$ cat src/rtl/compare_pkg.sv
// rtl/compare_pkg.sv - shared types and helpers for the comparator scoreboard
package compare_pkg;

    typedef enum logic [1:0] {
        IDLE = 2'd0,
        RUN  = 2'd1,
        DONE = 2'd2
    } state_t;

    localparam logic [1:0] WIN_NONE = 2'b00;
    localparam logic [1:0] WIN_A    = 2'b01;
    localparam logic [1:0] WIN_B    = 2'b10;

    // A well-formed comparator result raises exactly one of the three flags.
    function automatic logic isOneHot(input logic gtA, input logic gtB, input logic aeqB);
        logic ok;
        case ({gtA, gtB, aeqB})
            3'b100, 3'b010, 3'b001: ok = 1'b1;
            default:                ok = 1'b0;
        endcase
        return ok;
    endfunction

endpackage

$ cat src/rtl/compare_scoreboard_if.sv
// rtl/compare_scoreboard_if.sv - comparator result handshake into the scoreboard
interface compare_scoreboard_if;

    logic in_valid;
    logic in_ready;
    logic gtA;
    logic gtB;
    logic AeqB;

    modport master (
        output in_valid,
        output gtA,
        output gtB,
        output AeqB,
        input  in_ready
    );

    modport slave (
        input  in_valid,
        input  gtA,
        input  gtB,
        input  AeqB,
        output in_ready
    );

endinterface

$ cat src/rtl/sat_counter.sv
// rtl/sat_counter.sv - up counter with synchronous clear that holds at all-ones
module sat_counter #(
    parameter int WIDTH = 4
) (
    input  logic             clk,
    input  logic             rst_n,
    input  logic             clr,
    input  logic             inc,
    output logic [WIDTH-1:0] count
);

    always_ff @(posedge clk or negedge rst_n) begin
        if (!rst_n) begin
            count <= '0;
        end else if (clr) begin
            count <= '0;
        end else if (inc && (count != '1)) begin
            count <= count + 1'b1;
        end
    end

endmodule

$ cat src/rtl/compare_scoreboard.sv
// rtl/compare_scoreboard.sv - tallies comparator results and declares a match winner
module compare_scoreboard
    import compare_pkg::*;
#(
    parameter int WIN_SCORE = 5,
    parameter int CNT_W     = 4
) (
    input  logic                 clk,
    input  logic                 rst_n,
    input  logic                 start,
    compare_scoreboard_if.slave  inBus,
    output logic [CNT_W-1:0]     score_a,
    output logic [CNT_W-1:0]     score_b,
    output logic [CNT_W-1:0]     ties,
    output logic                 done,
    output logic [1:0]           winner,
    output logic                 err
);

    // Hitting this value before an increment means that increment wins the match.
    localparam logic [CNT_W-1:0] WIN_LAST = CNT_W'(WIN_SCORE - 1);

    state_t     state;
    state_t     stateNext;
    logic       accept;
    logic       flagsOk;
    logic       clrAll;
    logic       incA;
    logic       incB;
    logic       incT;
    logic       setErr;
    logic       setWinner;
    logic [1:0] winnerNext;

    assign inBus.in_ready = (state == RUN);
    assign done           = (state == DONE);
    assign accept         = inBus.in_valid && (state == RUN);
    assign flagsOk        = isOneHot(inBus.gtA, inBus.gtB, inBus.AeqB);

    always_ff @(posedge clk or negedge rst_n) begin
        if (!rst_n) begin
            state <= IDLE;
        end else begin
            state <= stateNext;
        end
    end

    always_comb begin
        stateNext  = state;
        clrAll     = 1'b0;
        incA       = 1'b0;
        incB       = 1'b0;
        incT       = 1'b0;
        setErr     = 1'b0;
        setWinner  = 1'b0;
        winnerNext = WIN_NONE;
        case (state)
            IDLE, DONE: begin
                if (start) begin
                    clrAll    = 1'b1;
                    stateNext = RUN;
                end
            end
            RUN: begin
                // A restart wins over a sample arriving in the same cycle.
                if (start) begin
                    clrAll = 1'b1;
                end else if (accept) begin
                    if (!flagsOk) begin
                        setErr = 1'b1;
                    end else if (inBus.gtA) begin
                        incA = 1'b1;
                        if (score_a == WIN_LAST) begin
                            stateNext  = DONE;
                            setWinner  = 1'b1;
                            winnerNext = WIN_A;
                        end
                    end else if (inBus.gtB) begin
                        incB = 1'b1;
                        if (score_b == WIN_LAST) begin
                            stateNext  = DONE;
                            setWinner  = 1'b1;
                            winnerNext = WIN_B;
                        end
                    end else begin
                        incT = 1'b1;
                    end
                end
            end
            default: stateNext = IDLE;
        endcase
    end

    always_ff @(posedge clk or negedge rst_n) begin
        if (!rst_n) begin
            winner <= WIN_NONE;
            err    <= 1'b0;
        end else if (clrAll) begin
            winner <= WIN_NONE;
            err    <= 1'b0;
        end else begin
            if (setWinner) begin
                winner <= winnerNext;
            end
            if (setErr) begin
                err <= 1'b1;
            end
        end
    end

    sat_counter #(.WIDTH(CNT_W)) uScoreA (
        .clk   (clk),
        .rst_n (rst_n),
        .clr   (clrAll),
        .inc   (incA),
        .count (score_a)
    );

    sat_counter #(.WIDTH(CNT_W)) uScoreB (
        .clk   (clk),
        .rst_n (rst_n),
        .clr   (clrAll),
        .inc   (incB),
        .count (score_b)
    );

    sat_counter #(.WIDTH(CNT_W)) uTies (
        .clk   (clk),
        .rst_n (rst_n),
        .clr   (clrAll),
        .inc   (incT),
        .count (ties)
    );

endmodule

$ cat src/flat_wrapper.sv
// flat-port wrapper written by rule: the top's interface ports become plain ports
module compare_scoreboard_flat import compare_pkg::*;
#(
    parameter int WIN_SCORE = 5,
    parameter int CNT_W     = 4
)
  (clk, rst_n, start, score_a, score_b, ties, done, winner, err, inBus_in_valid, inBus_gtA, inBus_gtB, inBus_AeqB, inBus_in_ready);
  compare_scoreboard_if inBus_i ();
  input  logic clk;
  input  logic rst_n;
  input  logic start;
  output logic [CNT_W-1:0] score_a;
  output logic [CNT_W-1:0] score_b;
  output logic [CNT_W-1:0] ties;
  output logic done;
  output logic [1:0] winner;
  output logic err;
  input wire logic [$bits(inBus_i.in_valid)-1:0] inBus_in_valid;
  input wire logic [$bits(inBus_i.gtA)-1:0] inBus_gtA;
  input wire logic [$bits(inBus_i.gtB)-1:0] inBus_gtB;
  input wire logic [$bits(inBus_i.AeqB)-1:0] inBus_AeqB;
  output wire logic [$bits(inBus_i.in_ready)-1:0] inBus_in_ready;
  assign inBus_i.in_valid = inBus_in_valid;
  assign inBus_i.gtA = inBus_gtA;
  assign inBus_i.gtB = inBus_gtB;
  assign inBus_i.AeqB = inBus_AeqB;
  assign inBus_in_ready = inBus_i.in_ready;
  compare_scoreboard #(.WIN_SCORE(WIN_SCORE), .CNT_W(CNT_W)) u_core (.clk(clk), .rst_n(rst_n), .start(start), .inBus(inBus_i), .score_a(score_a), .score_b(score_b), .ties(ties), .done(done), .winner(winner), .err(err));
endmodule
$ cat config.mk
export PLATFORM = sky130hd
export DESIGN_NAME = compare_scoreboard_flat
export DESIGN_NICKNAME = d
export VERILOG_FILES = /design/src/rtl/compare_pkg.sv /design/src/rtl/compare_scoreboard_if.sv /design/src/rtl/sat_counter.sv /design/src/rtl/compare_scoreboard.sv /design/src/flat_wrapper.sv
export SDC_FILE = /design/constraint.sdc
export NUM_CORES = 1
export LEC_CHECK = 0
export CAP_MARGIN = 15
export CORE_UTILIZATION = 45
export DETAILED_ROUTE_END_ITERATION = 16
export PLACE_DENSITY = 0.74
export SYNTH_ARGS = -nofsm -noshare
export SYNTH_HDL_FRONTEND = slang
export SYNTH_SLANG_ARGS = --single-unit
$ cat constraint.sdc
create_clock -name clk -period 1.8 [get_ports clk]
set_input_delay 0.36 -clock clk [delete_from_list [all_inputs] [get_ports clk]]
set_output_delay 0.36 -clock clk [all_outputs]
set_load 0.05 [all_outputs]
The metal 1 layer:
The bar under the picture is 10 um long. Supply wires on this layer in grey.
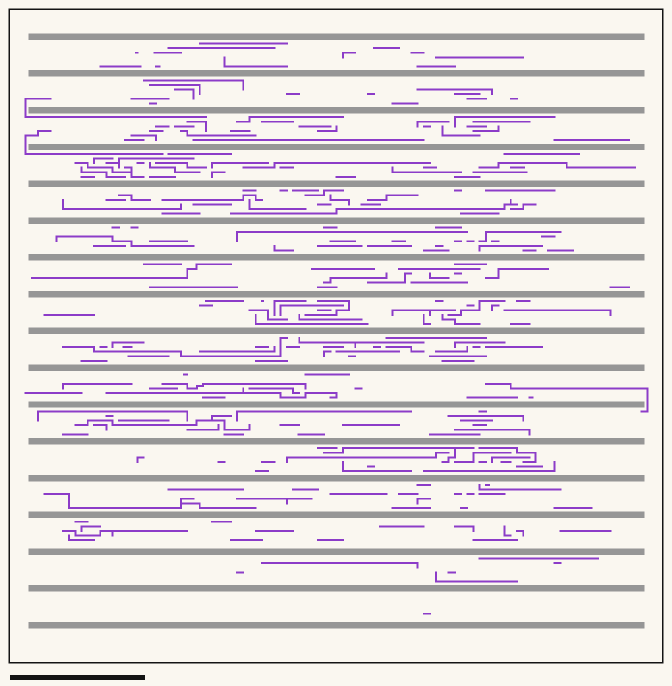
The longest straight run is 17.0 um. 127 nets have wire on it.

Met2 routing:
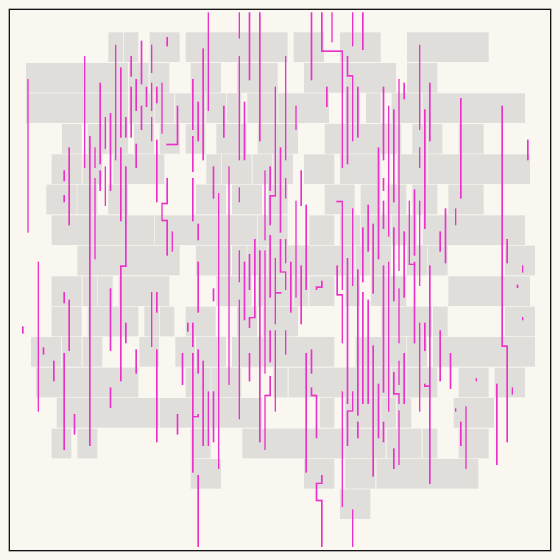
The layer holds 50% of the routed length. The wires run mostly vertical. The layer carries 1,040 um of wire.

==> notes.md <==
run metrics: status completed, area of the mapped netlist 960.9 um2, hold_buf cts 0, yosys stat cell total 102, sequential power 389 uW, Die H 48.21 um, Worst setup startpoint start, main logic family after synthesis simple AND/OR/NAND/NOR gates, CTS resizes 0, fill cell count 156, Crit path largest cell delay 0.49 ns, biggest registers after layout u_core.uScoreA.count x4, u_core.uScoreB.count x4, u_core.uTies.count x4, Critical Path Start Type primary input, NetSw 171.5 uW, die x size 48.21 um, met1 usage in global routing 24.71%, R2R Path End u_core.uScoreA.count[3]$_DFFE_PN0P_, Slowest-stage cell, CP clkdlybuf4s50_1, wire per inst 12.48 um, Commonest flop dfrtp_1, clk ins delay skew pair 0.28 ns, CP bufs+invs 1, worst path cell trace clkdlybuf4s50_1 > nor3b_4 > nand4_1 > or3_1 > a21oi_1, Post-Syn Nets 114, Global Route Usage Sum 19.20%, Root Driver clkbuf_4, Metal-1 WL 956 um, initial antenna violation count 0, GRT busiest layer met2, CTS Sinks 17
Power is estimated from default activity; no workload was simulated.
